## src/rtl/neopix_pkg.sv

```systemverilog
// -----------------------------------------------------------------------------
// neopix_pkg
// Shared definitions for the WS2812 (NeoPixel) receive path.
//   - Default pulse timing constants, in CLOCK_50 cycles (20 ns each).
//   - grb_t : one pixel in wire order (green first, then red, then blue).
//   - state_t : decoder FSM states.
// -----------------------------------------------------------------------------
package neopix_pkg;

  // A WS2812 '0' is nominally ~0.4 us high and a '1' ~0.8 us high. The
  // threshold sits between the two, with generous margins on either side.
  localparam int T_MIN_DEF    = 5;     // shorter high pulses are glitches
  localparam int T_THRESH_DEF = 30;    // high width >= this decodes as 1
  localparam int T_MAX_DEF    = 60;    // longest legal high width
  localparam int T_LATCH_DEF  = 2500;  // 50 us of low line ends a frame

  // Bits arrive MSB first as G[7:0], R[7:0], B[7:0], so a packed struct in
  // this field order maps directly onto the 24-bit shift register.
  typedef struct packed {
    logic [7:0] g;
    logic [7:0] r;
    logic [7:0] b;
  } grb_t;

  typedef enum logic [1:0] {
    ST_WAIT_LATCH = 2'd0,  // unsynchronised: need a full latch gap first
    ST_IDLE       = 2'd1,  // synchronised, waiting for the first bit
    ST_HIGH       = 2'd2,  // measuring a high pulse
    ST_LOW        = 2'd3   // between bits, watching for the latch gap
  } state_t;

endpackage

```

## src/rtl/neopix_pulse_classifier.sv

```systemverilog
// -----------------------------------------------------------------------------
// neopix_pulse_classifier
// Measures high and low run lengths on the synchronised NeoPixel line and
// turns them into single-cycle events. It knows nothing about framing; the
// decoder FSM decides which events matter in which state.
// Ports:
//   clk       : system clock
//   rst       : asynchronous active-high reset
//   line      : synchronised serial line
//   rise      : line went high this sample
//   bit_valid : falling edge of a legal-width pulse
//   bit_value : decoded value, meaningful with bit_valid
//   glitch    : pulse too short (at its fall) or too long (at sample T_MAX+1)
//   latch     : this sample is the T_LATCH-th consecutive low sample
// -----------------------------------------------------------------------------
module neopix_pulse_classifier #(
  parameter int T_MIN    = 5,
  parameter int T_THRESH = 30,
  parameter int T_MAX    = 60,
  parameter int T_LATCH  = 2500
) (
  input  logic clk,
  input  logic rst,
  input  logic line,
  output logic rise,
  output logic bit_valid,
  output logic bit_value,
  output logic glitch,
  output logic latch
);

  // High counter must hold T_MAX+1 (the saturation value that marks an
  // already-reported over-long pulse); low counter must hold T_LATCH.
  localparam int HW = $clog2(T_MAX + 2);
  localparam int LW = $clog2(T_LATCH + 1);

  localparam logic [HW-1:0] H_MIN   = HW'(T_MIN);
  localparam logic [HW-1:0] H_THR   = HW'(T_THRESH);
  localparam logic [HW-1:0] H_MAX   = HW'(T_MAX);
  localparam logic [LW-1:0] L_LATCH = LW'(T_LATCH);
  localparam logic [LW-1:0] L_LAST  = LW'(T_LATCH - 1);

  logic          line_q;
  logic          fall;
  logic [HW-1:0] hi_cnt;
  logic [LW-1:0] lo_cnt;

  assign rise = line & ~line_q;
  assign fall = ~line & line_q;

  // hi_cnt holds the number of high samples of the current/last pulse, so on
  // the falling-edge sample it is exactly the pulse width.
  always_ff @(posedge clk or posedge rst) begin
    if (rst) begin
      line_q <= 1'b0;
      hi_cnt <= '0;
      lo_cnt <= '0;
    end else begin
      line_q <= line;
      if (line) begin
        lo_cnt <= '0;
        if (rise) begin
          hi_cnt <= {{(HW-1){1'b0}}, 1'b1};
        end else if (hi_cnt <= H_MAX) begin
          hi_cnt <= hi_cnt + 1'b1;
        end
      end else if (lo_cnt < L_LATCH) begin
        lo_cnt <= lo_cnt + 1'b1;
      end
    end
  end

  // A pulse that already saturated at T_MAX+1 was reported while still high,
  // so its eventual fall produces neither a bit nor a second glitch.
  assign bit_valid = fall && (hi_cnt >= H_MIN) && (hi_cnt <= H_MAX);
  assign bit_value = (hi_cnt >= H_THR);
  assign glitch    = (fall && (hi_cnt < H_MIN)) ||
                     (line && line_q && (hi_cnt == H_MAX));
  // lo_cnt saturates at T_LATCH, so this fires once per low run.
  assign latch     = ~line && (lo_cnt == L_LAST);

endmodule

```

## src/rtl/synchronizer.sv

```systemverilog
// -----------------------------------------------------------------------------
// synchronizer
// Multi-flop synchroniser for a single asynchronous input bit.
// Ports:
//   clk : destination clock
//   rst : asynchronous active-high reset, clears every stage to 0
//   d   : asynchronous input
//   q   : synchronised output, STAGES cycles behind d
// -----------------------------------------------------------------------------
module synchronizer #(
  parameter int STAGES = 2
) (
  input  logic clk,
  input  logic rst,
  input  logic d,
  output logic q
);

  logic [STAGES-1:0] ff;

  always_ff @(posedge clk or posedge rst) begin
    if (rst) begin
      ff <= '0;
    end else begin
      ff <= {ff[STAGES-2:0], d};
    end
  end

  assign q = ff[STAGES-1];

endmodule

```

## src/rtl/neopixel_rx.sv

```systemverilog
// -----------------------------------------------------------------------------
// neopixel_rx
// WS2812 (NeoPixel) one-wire GRB stream decoder. Classifies each high pulse
// as a 0/1 bit, assembles 24-bit GRB pixels and detects the latch gap that
// ends a frame. Used for LED-chain loopback self-test and for receiving
// pixel data from the remote board.
// Ports:
//   CLOCK_50    : 50 MHz system clock
//   reset       : asynchronous active-high reset
//   neopixel_in : asynchronous serial data line
//   red/green/blue : colour of the last completed pixel (held)
//   pixel       : index of the pixel presented with pixel_valid
//   pixel_valid : one-cycle pulse when red/green/blue/pixel are new
//   frame_done  : one-cycle pulse on a clean latch
//   error       : one-cycle pulse on a timing or framing violation
//   busy        : high from the first accepted rising edge until the latch
// -----------------------------------------------------------------------------
module neopixel_rx
  import neopix_pkg::*;
#(
  parameter int NUM_PIXELS = 8,
  parameter int T_MIN      = T_MIN_DEF,
  parameter int T_THRESH   = T_THRESH_DEF,
  parameter int T_MAX      = T_MAX_DEF,
  parameter int T_LATCH    = T_LATCH_DEF
) (
  input  logic                          CLOCK_50,
  input  logic                          reset,
  input  logic                          neopixel_in,
  output logic [7:0]                    red,
  output logic [7:0]                    green,
  output logic [7:0]                    blue,
  output logic [$clog2(NUM_PIXELS)-1:0] pixel,
  output logic                          pixel_valid,
  output logic                          frame_done,
  output logic                          error,
  output logic                          busy
);

  localparam int              IW       = $clog2(NUM_PIXELS);
  localparam logic [IW-1:0]   LAST_IDX = IW'(NUM_PIXELS - 1);

  logic line_s;
  logic rise;
  logic bit_valid;
  logic bit_value;
  logic glitch;
  logic latch;

  state_t        state;
  logic [22:0]   shift_q;   // first 23 bits of the pixel; the 24th completes it
  logic [4:0]    bit_cnt;
  logic [IW-1:0] idx;
  logic          idx_full;  // pixel NUM_PIXELS-1 already delivered this frame
  logic          px_seen;   // at least one full pixel (incl. overflow) this frame
  logic [23:0]   word_next;
  grb_t          word;

  // Two flops from the pin; the classifier's registered copy is the third,
  // giving a three-cycle pin-to-edge latency.
  synchronizer #(
    .STAGES (2)
  ) u_sync (
    .clk (CLOCK_50),
    .rst (reset),
    .d   (neopixel_in),
    .q   (line_s)
  );

  neopix_pulse_classifier #(
    .T_MIN    (T_MIN),
    .T_THRESH (T_THRESH),
    .T_MAX    (T_MAX),
    .T_LATCH  (T_LATCH)
  ) u_cls (
    .clk       (CLOCK_50),
    .rst       (reset),
    .line      (line_s),
    .rise      (rise),
    .bit_valid (bit_valid),
    .bit_value (bit_value),
    .glitch    (glitch),
    .latch     (latch)
  );

  assign word_next = {shift_q, bit_value};
  assign word      = word_next;

  always_ff @(posedge CLOCK_50 or posedge reset) begin
    if (reset) begin
      state       <= ST_WAIT_LATCH;
      shift_q     <= '0;
      bit_cnt     <= '0;
      idx         <= '0;
      idx_full    <= 1'b0;
      px_seen     <= 1'b0;
      red         <= '0;
      green       <= '0;
      blue        <= '0;
      pixel       <= '0;
      pixel_valid <= 1'b0;
      frame_done  <= 1'b0;
      error       <= 1'b0;
      busy        <= 1'b0;
    end else begin
      pixel_valid <= 1'b0;
      frame_done  <= 1'b0;
      error       <= 1'b0;

      case (state)
        // The low counter in the classifier restarts on every high sample,
        // so a latch here really is T_LATCH uninterrupted low cycles.
        ST_WAIT_LATCH: begin
          if (latch) begin
            state <= ST_IDLE;
          end
        end

        ST_IDLE: begin
          if (rise) begin
            state <= ST_HIGH;
            busy  <= 1'b1;
          end
        end

        ST_HIGH: begin
          if (glitch) begin
            // Timing violation: abandon the frame and resynchronise.
            error    <= 1'b1;
            state    <= ST_WAIT_LATCH;
            busy     <= 1'b0;
            shift_q  <= '0;
            bit_cnt  <= '0;
            idx      <= '0;
            idx_full <= 1'b0;
            px_seen  <= 1'b0;
          end else if (bit_valid) begin
            state <= ST_LOW;
            if (bit_cnt == 5'd23) begin
              bit_cnt <= '0;
              shift_q <= '0;
              px_seen <= 1'b1;
              // Pixels past the end of the chain are still timed but not
              // presented; the index parks on the last pixel.
              if (!idx_full) begin
                green       <= word.g;
                red         <= word.r;
                blue        <= word.b;
                pixel       <= idx;
                pixel_valid <= 1'b1;
                if (idx == LAST_IDX) begin
                  idx_full <= 1'b1;
                end else begin
                  idx <= idx + 1'b1;
                end
              end
            end else begin
              bit_cnt <= bit_cnt + 1'b1;
              shift_q <= word_next[22:0];
            end
          end
        end

        ST_LOW: begin
          if (rise) begin
            state <= ST_HIGH;
          end else if (latch) begin
            // A latch mid-pixel is a framing error; otherwise the frame is
            // complete provided something was actually received.
            if (bit_cnt != 5'd0) begin
              error <= 1'b1;
            end else if (px_seen) begin
              frame_done <= 1'b1;
            end
            state    <= ST_IDLE;
            busy     <= 1'b0;
            shift_q  <= '0;
            bit_cnt  <= '0;
            idx      <= '0;
            idx_full <= 1'b0;
            px_seen  <= 1'b0;
          end
        end

        default: begin
          state <= ST_WAIT_LATCH;
        end
      endcase
    end
  end

endmodule
```

## config.mk

```make
export PLATFORM = sky130hd
export DESIGN_NAME = neopixel_rx
export DESIGN_NICKNAME = d
export VERILOG_FILES = /design/src/rtl/neopix_pkg.sv /design/src/rtl/neopix_pulse_classifier.sv /design/src/rtl/synchronizer.sv /design/src/rtl/neopixel_rx.sv
export SDC_FILE = /design/constraint.sdc
export NUM_CORES = 1
export LEC_CHECK = 0
export CORE_MARGIN = 2
export CORE_UTILIZATION = 55
export CTS_BUF_LIST = sky130_fd_sc_hd__clkbuf_8
export DETAILED_ROUTE_END_ITERATION = 10
export HOLD_SLACK_MARGIN = 0.06
export PLACE_DENSITY = 0.86
export SLEW_MARGIN = 20
export SYNTH_ARGS = -nofsm -noshare
export SYNTH_HDL_FRONTEND = slang
export SYNTH_SLANG_ARGS = --single-unit
```

## constraint.sdc

```tcl
create_clock -name CLOCK_50 -period 3.3 [get_ports CLOCK_50]
set_input_delay 0.33 -clock CLOCK_50 [delete_from_list [all_inputs] [get_ports CLOCK_50]]
set_output_delay 0.33 -clock CLOCK_50 [all_outputs]
set_load 0.01 [all_outputs]
```

Run 1, drive-strength map:
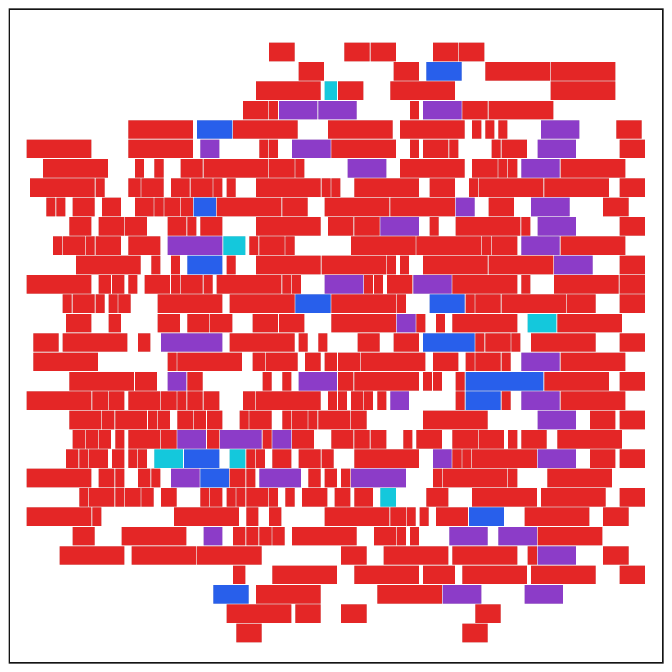
| color | size | cells |
|---|---|---|
| red | _0 and _1 cells | 352 |
| purple | _3 and _4 cells | 40 |
| blue | _6 and larger | 13 |
| cyan | _2 cells | 6 |

Run 1, clock network drawn from the DEF:
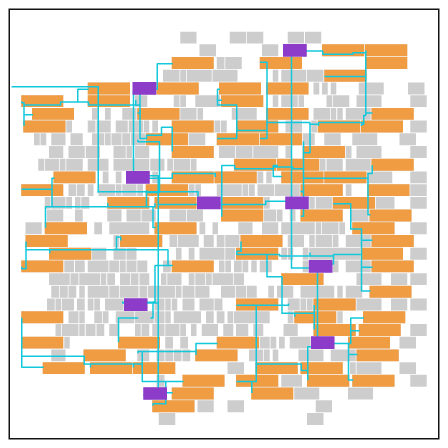
[orange] flip-flops | count: 87
[purple] clock drivers | count: 9
[cyan] clock wires | length: 946 um
routed clock nets: 10

Run 1, placement by cell class:
Bar = 20 um.
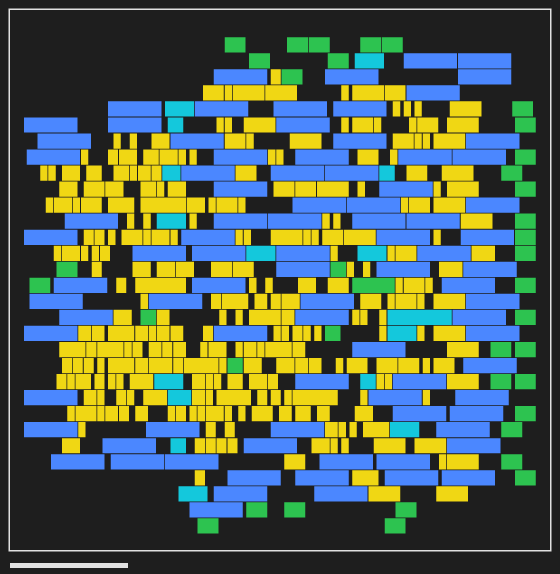
| color | class | cells | share of their area |
|---|---|---|---|
| cyan | clock drivers and dummy loads | 16 | 4.3% |
| green | other buffers and delay cells | 38 | 8.1% |
| yellow | combinational and other logic | 270 | 41% |
| blue | flops | 87 | 46% |

==> reports/metrics.yaml, run 1 <==
crit_type: "flop to flop"
cts.sinks: 87
synth.top_cell.area_share: 0.5160
max_freq_mhz: 371.9
switching_share: 0.2550
rows: 31
numCtsBuffers: 9
p_comb_frac: 0.057
root_buffer: "clkbuf_8"
drc: 0
finalNonFillerCells: 510
wirelength_mm: 7.318
via_per_inst: 5.439
clkLatencyLatePin_ns: 0.36
drive_gt1_frac: 0.1436
setup_violations: 0
io_buffers: 33
ctsHoldBuffers: 0
simple_gate_share: 0.1329
async_flop_share: 1.000
finClkSkew_ns: 0.009739
hpwl_mm: 5.092
area_growth_pct: 14.35
post_cts_resize_count: 0
fin_crit_ns: 2.689
run_status: "finished, final reports clean"
core_um2: 7331
min_period_over_period: 0.8149
antenna_found_initial: 0
area_leaders: "dfrtp_1 (52%), mux2_4 (8.9%), mux2i_1 (6.2%)"
finalHoldViolCount: 0
syn_area_um2: 4219
seqPwrFrac: 0.560
max-cap-violations: 0
ys_sh_adder: 0.02669
grt_pass1_wl_mm: 12.81
tool_warnings: 30
grt_use_total: 0.1913
dp.cells: 494
cp.arrival_ns: 2.94
power_leakage_uw: 0.002150
cts_tree: "done"
run 1: cell type report:
type                       instances  area, um2
clock buffer                       9      123.9
clock inverter                     7      80.08
fill                             521       2506
inverter                          45      170.2
multi-input combinational        225       1769
sequential                        87       2177
tap                               99      123.9
timing repair buffer              38      380.4
run 1: metrics by stage:
step                total power, uW  area (um2)    util  hold WS, ns  setup WS, ns
floorplan                      1208        4219       -       0.3312        0.7198
global placement               1231        4621  0.6303       0.3327        0.7445
detailed placement             1238        4621  0.6303       0.3411        0.6239
CTS                            1991        4825  0.6581       0.3547        0.6270
global route                   2058        4825  0.6581       0.3678        0.4574
finish                         1973        4825  0.6581       0.3533        0.6107
run 1: power by group through the flow:
stage	logic, uW	registers, uW	clock network [uW]
finish	112	1100	757
global route	129	1110	823
floorplan	96.9	1110	0
global placement	109	1120	0
CTS	114	1100	774
detailed placement	113	1120	0
run 1: state kept, by name (all words and copies together), names as in the netlist, 2 cells and up:
name,flops
bit_cnt,5
blue,8
green,8
idx,3
pixel,3
red,8
shift_q,23
state,2
u_cls.hi_cnt,6
u_cls.lo_cnt,12
u_sync.ff,2
run 1: placed cells by master (no fill, tap or decap), types with 4 or more instances in the layout:
| cell type | synthesis | final |
|---|---|---|
| a211oi_1 | 4 | 4 |
| a21oi_1 | 9 | 9 |
| a31oi_1 | 4 | 4 |
| buf_4 | 1 | 4 |
| clkbuf_8 | 0 | 9 |
| clkdlybuf4s50_1 | 0 | 33 |
| clkinvlp_4 | 0 | 4 |
| dfrtp_1 | 87 | 87 |
| ha_1 | 9 | 9 |
| inv_1 | 45 | 44 |
| mux2_4 | 25 | 25 |
| mux2i_1 | 26 | 26 |
| nand2_1 | 40 | 40 |
| nand2b_1 | 4 | 4 |
| nand3_1 | 10 | 10 |
| nand4_1 | 7 | 7 |
| nor2_1 | 21 | 21 |
| nor3_1 | 5 | 5 |
| o21ai_0 | 8 | 8 |
| xnor2_1 | 9 | 9 |
run 1: per-layer routing:
metal	global-route usage	vias up	wire length [um]
met5	0	-	0
met2	0.3217	50	3645
met1	0.2438	1373	3315
li1	-	1340	-
met3	0.03071	11	224
met4	0.08460	0	132
run 1: logic make-up (layout without fill, tap and decap cells):
logic type      after synthesis  after routing
xor+xnor                     10             10
simple gates                104            104
fa+ha+maj                     9              9
buf+inv                      61             99
compound gates               49             49
mux                          53             53
flops                        87             87
run 1: worst paths after layout:
check,start,end,slack [ns],cells after the start
worst max-delay path,u_cls.hi_cnt[0],green[1],0.61,8
worst max register to register,u_cls.hi_cnt[0],green[1],0.61,8
worst min-delay path,u_sync.ff[0],u_sync.ff[1],0.35,0
worst min register to register,u_sync.ff[0],u_sync.ff[1],0.35,0
max in group asynchronous,reset,shift_q[21],2.11,3
min in group asynchronous,reset,blue[4],0.39,2
run 1: critical path, delay by kind of cell, from the launching register on:
kind,cells,cell delay [ns]
flops,1,0.46
buf+inv,2,0.44
fa+ha+maj,1,0.22
simple gates,4,1.12
mux,1,0.31
Run 1, M1 wires:
Supply wires on this layer in gray. Cells faint in the background.
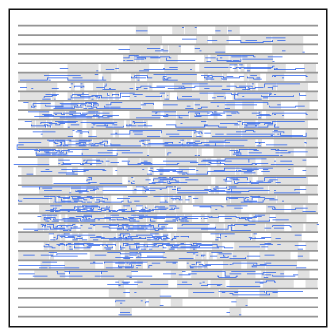

==> run 2, diff against run 1 <==
==> constraint.sdc (replaced) <==
create_clock -name CLOCK_50 -period 2.5 [get_ports CLOCK_50]
set_input_delay 0.25 -clock CLOCK_50 [delete_from_list [all_inputs] [get_ports CLOCK_50]]
set_output_delay 0.25 -clock CLOCK_50 [all_outputs]
set_load 0.01 [all_outputs]
Run 2, M1 wires:
Supply wires on this layer in gray. Cells faint in the background.
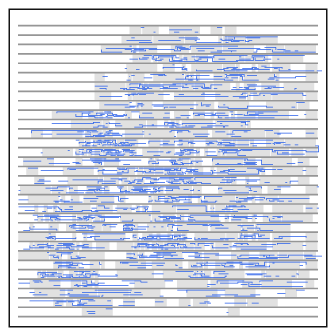
share of all routed wire: 44%
nets with wire on the layer: 377
wire length on this layer: 3370 um
main direction: horizontal
longest straight run: 18.9 um

Run 2, drive-strength map:
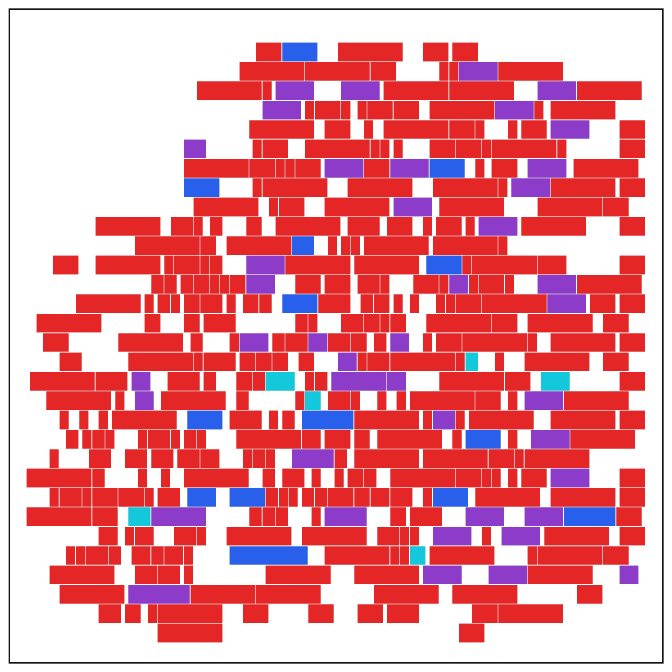
| color | size | cells |
|---|---|---|
| red | _0 and _1 cells | 352 |
| purple | _3 and _4 cells | 42 |
| blue | _6 and larger | 14 |
| cyan | _2 cells | 6 |
Layout area overhead: 15.24%
Final WS setup: 0.1894 ns

Run 2, clock network drawn from the DEF:
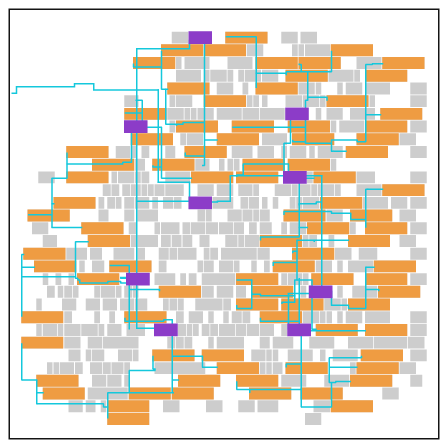
[purple] clock drivers | count: 9
[orange] flip-flops | count: 87
[cyan] clock wires | length: 1010 um
routed clock nets: 10
clock skew after layout: 0.01249 ns
Clock power frac: 0.383
Clk. pwr: 1000 uW
Late-Pin Clk Latency: 0.36 ns

==> run 2 against run 1 <==
Flip-flop count unchanged. Critical path depth unchanged. Core utilization increased by 0.51 points. Combinational power increased by 44%. Die size unchanged. First-iteration DRC count increased by 29%. Via count increased by 1.2%. Cell area increased by 0.78%. Maximum frequency increased by 16%. Highest routed layer unchanged.
==> reports/metrics.yaml, run 2 <==
p_comb_frac: 0.061  # was 0.057
fillers: 561  # was 521
hpwl_mm: 5.292  # was 5.092 mm
antenna_found_initial: 0  # unchanged
grt_use_total: 0.1986  # was 0.1913
root_buffer: "clkbuf_8"  # unchanged
reg2reg_depth: 8  # unchanged
finalPower_uw: 2620  # was 1973 uW
post_cts_resize_count: 0  # unchanged
run_status: "finished, final reports clean"  # unchanged
power_leakage_uw: 0.002172  # was 0.002150 uW
io_buffers: 33  # unchanged
max_freq_mhz: 432.8  # was 371.9 MHz
grt_pass1_wl_mm: 13.39  # was 12.81 mm
lay_top_cells: "dfrtp_1 (87), inv_1 (44), nand2_1 (40)"  # unchanged
cp_top_family: "simple AND/OR/NAND/NOR gates"  # unchanged
finalHoldViolCount: 0  # unchanged
rr_startpoint: "u_cls.hi_cnt[1]"  # was u_cls.hi_cnt[0]
seqPwrFrac: 0.555  # was 0.560
tool_warnings: 30  # unchanged
switching_share: 0.2560  # was 0.2550
fin_crit_ns: 2.311  # was 2.689 ns
core_um2: 7331  # unchanged
numCtsBuffers: 9  # unchanged
setup_violations: 0  # unchanged
cts.sinks: 87  # unchanged
min_period_over_period: 0.9242  # was 0.8149
wirelength_mm: 7.691  # was 7.318 mm
postSynthSeqShare: 0.5160  # unchanged
critical_path.max_fanout: 23  # was 16
area_leaders: "dfrtp_1 (52%), mux2_4 (8.9%), mux2i_1 (6.2%)"  # unchanged
cts_tree: "done"  # unchanged
largest_reg_flops: 23  # unchanged
crit_type: "flop to flop"  # unchanged
cp.arrival_ns: 2.56  # was 2.94 ns
top_regs: "shift_q: 23 flops, u_cls.lo_cnt: 12 flops"  # unchanged
ctsHoldBuffers: 0  # unchanged
via_per_inst: 5.472  # was 5.439
drc: 0  # unchanged
syn_area_um2: 4219  # unchanged
crit_buf_inv: 2  # unchanged
ff2ff_setup_slack_ns: 0.19  # was 0.61 ns
fp.dieH_um: 91.59  # unchanged
lay_top_count: "dfrtp_1"  # unchanged
max-cap-violations: 0  # unchanged
async_flop_share: 1.000  # unchanged
reg2reg_to: "green[1]"  # unchanged
synth.top_cell.area_share: 0.5160  # unchanged
## run 2: cell counts after synthesis
No cell type changed its count.
## run 2: worst max-delay path by stage
stage,from,to,cells after the start
after global placement,u_cls.hi_cnt[0],green[1],8
after CTS,u_cls.hi_cnt[1],green[1],8
after floorplan,u_cls.hi_cnt[0],pixel[0],8
after global routing,u_cls.hi_cnt[1],green[1],8
final,u_cls.hi_cnt[1],green[1],8
after detailed placement,u_cls.hi_cnt[1],green[1],8
## run 2: kinds of logic (layout without fill, tap and decap cells)
logic type	after synthesis	after routing	share of synthesized area
muxes	53	53	0.1560
DFF	87	87	0.5160
buffers and inverters	61	102	0.06465
and+or+nand+nor	104	104	0.1329
xor gates and xnor gates	10	10	0.02076
AOI/OAI and AO/OA	49	49	0.08304
adders and majority gates	9	9	0.02669
## run 2: power groups by stage
stage	clock network, uW	registers [uW]	logic (uW)
after floorplan	0	1470	128
after global placement	0	1480	153
after detailed placement	0	1480	161
after CTS	1020	1450	162
after global routing	1080	1460	184
final	1000	1450	161
## run 2: final cells by class
cell class	instances	area, um2	share of cell area
clock inverter	7	80.08	0.01647
timing repair buffer	41	415.4	0.08543
sequential	87	2177	0.4478
multi-input combinational	225	1769	0.3639
clock buffer	9	123.9	0.02548
inverter	45	172.7	0.03551
tap	99	123.9	0.02548
## run 2: per-stage QoR
step,hold slack [ns],std cells,cell area [um2],util,setup slack [ns]
2_1_floorplan,0.2814,373,4223,-,0.3650
3_3_place_gp,0.3368,497,4658,0.6354,0.3338
3_5_place_dp,0.3387,497,4658,0.6354,0.2093
4_1_cts,0.2243,513,4862,0.6633,0.1946
5_1_grt,0.2365,513,4862,0.6633,0.03612
6_report,0.2187,513,4862,0.6633,0.1894
## run 2: layer usage
| layer | global-route usage | up-vias | share of wire |
|---|---|---|---|
| li1 | - | 1346 | - |
| met1 | 0.2523 | 1378 | 0.44 |
| met2 | 0.3290 | 66 | 0.51 |
| met5 | 0 | - | 0 |
| met3 | 0.03900 | 17 | 0.033 |
| met4 | 0.08838 | 0 | 0.022 |
Run 2, clock nets:
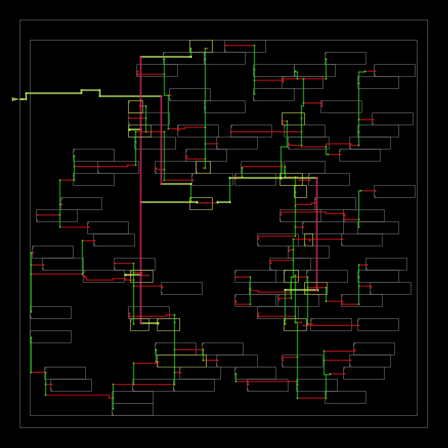

==> run 3, diff against run 2 <==
--- a/config.mk
+++ b/config.mk
@@ -5,12 +5,11 @@
 export SDC_FILE = /design/constraint.sdc
 export NUM_CORES = 1
 export LEC_CHECK = 0
-export CORE_MARGIN = 2
-export CORE_UTILIZATION = 55
+export CORE_UTILIZATION = 60
 export CTS_BUF_LIST = sky130_fd_sc_hd__clkbuf_8
 export DETAILED_ROUTE_END_ITERATION = 10
 export HOLD_SLACK_MARGIN = 0.06
-export PLACE_DENSITY = 0.86
+export PLACE_DENSITY = 0.92
 export SLEW_MARGIN = 20
 export SYNTH_ARGS = -nofsm -noshare
 export SYNTH_HDL_FRONTEND = slang
Run 3, clock nets:
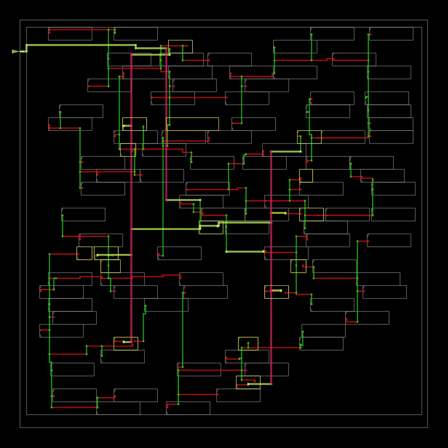
Clk. pwr: 1040 uW
CTS buffer count: 9

Run 3, placement by cell class:
Bar = 20 um.
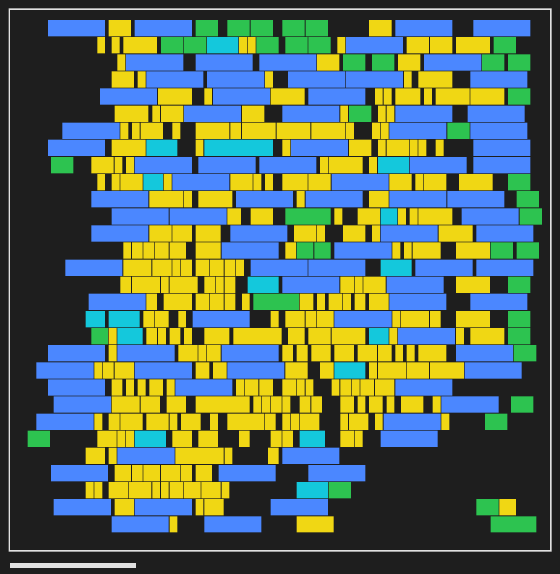
| color | class | cells | share of their area |
|---|---|---|---|
| green | other buffers and delay cells | 39 | 8.7% |
| cyan | clock drivers and dummy loads | 16 | 4.4% |
| blue | flops | 87 | 46% |
| yellow | combinational and other logic | 270 | 41% |
fin util: 0.7157
Core ar.: 6794 um2
post-route cell area: 4862 um2
flop share of the area: 0.4478

Run 3, clock network drawn from the DEF:
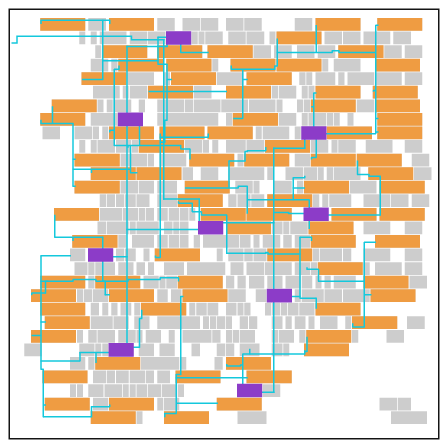
[cyan] clock wires | length: 1010 um
[purple] clock drivers | count: 9
[orange] flip-flops | count: 87
flops lie: widely spread
routed clock nets: 10

==> run 3 against run 2 <==
First-iteration DRC count increased by 56%. Largest power group unchanged. Clock power increased by 4%. Flip-flop count unchanged. Die size decreased by 12%. Final cell count decreased by 0.97%. Sequential share of layout area unchanged. Non-clock buffer count decreased by 2.
==> reports/metrics.yaml, run 3 <==
antenna_found_initial: 0  # unchanged
max-cap-violations: 0  # unchanged
lay_top_cells: "dfrtp_1 (87), inv_1 (44), nand2_1 (40)"  # unchanged
largest_reg_flops: 23  # unchanged
setup_violations: 0  # unchanged
synth.top_cell.area_share: 0.5160  # unchanged
tool_warnings: 30  # unchanged
worst-path-stages: 8  # unchanged
ctsHoldBuffers: 0  # unchanged
cp.arrival_ns: 2.52  # was 2.56 ns
run_status: "finished, final reports clean"  # unchanged
crit_buf_inv: 2  # unchanged
via_per_inst: 5.665  # was 5.472
reg2reg_depth: 8  # unchanged
top_regs: "shift_q: 23 flops, u_cls.lo_cnt: 12 flops"  # unchanged
grt_use_total: 0.2460  # was 0.1986
place_ws_ns: 0.3239  # was 0.2093 ns
area_leaders: "dfrtp_1 (52%), mux2_4 (8.9%), mux2i_1 (6.2%)"  # unchanged
drive_gt1_frac: 0.1456  # was 0.1498
io_buffers: 33  # unchanged
finClkSkew_ns: 0.01720  # was 0.01249 ns
drc: 0  # unchanged
clkLatencyLatePin_ns: 0.38  # was 0.36 ns
[run 3: cell counts after synthesis]
No cell type changed its count.
[run 3: cell families after synthesis]
logic type | count (synthesis) | synth area share
AOI/OAI and AO/OA | 49 | 0.08304
xor gates and xnor gates | 10 | 0.02076
adders and majority gates | 9 | 0.02669
buffers and inverters | 61 | 0.06465
DFF | 87 | 0.5160
muxes | 53 | 0.1560
and+or+nand+nor | 104 | 0.1329
[run 3: final timing paths]
| path | to | startpoint | slack (ns) |
|---|---|---|---|
| max | green[1] | u_cls.hi_cnt[0] | 0.23 |
| min | u_sync.ff[0] | neopixel_in | 0.32 |
| max reg2reg | green[1] | u_cls.hi_cnt[0] | 0.23 |
| min reg2reg | u_sync.ff[1] | u_sync.ff[0] | 0.36 |
| max in group asynchronous | u_cls.lo_cnt[8] | reset | 1.79 |
| min in group asynchronous | error | reset | 0.33 |
[run 3: cell type report]
cell class / instances / area (um2)
fillers: 442 / 1932
inverters: 45 / 172.7
flip-flops and latches: 87 / 2177
repair buffers: 39 / 412.9
well taps: 96 / 120.1
clock inverters: 7 / 86.33
clock buffers: 9 / 123.9
multi-input cells: 225 / 1769
[run 3: through the flow]
stage	area, um2	power (uW)	hold slack (ns)	util
after floorplan	4223	1596	0.2814	-
after global placement	4652	1632	0.3389	0.6847
after detailed placement	4652	1641	0.3434	0.6847
after CTS	4862	2685	0.3048	0.7157
after global routing	4862	2755	0.3087	0.7157
final	4862	2665	0.3177	0.7157
[run 3: where the power goes]
group	total [uW]	internal [uW]	switching, uW
Sequential	1460	1420	34.8
Combinational	162	51.7	111
Clock	1040	484	560
[run 3: per-layer routing]
layer  vias up  track usage  part of all wire
met4         0       0.1197             0.026
li1       1340            -                 -
met3        20      0.04331             0.036
met1      1439       0.3098              0.42
met2        79       0.4131              0.52
met5         -            0                 0
Power and IR drop assume default switching activity.
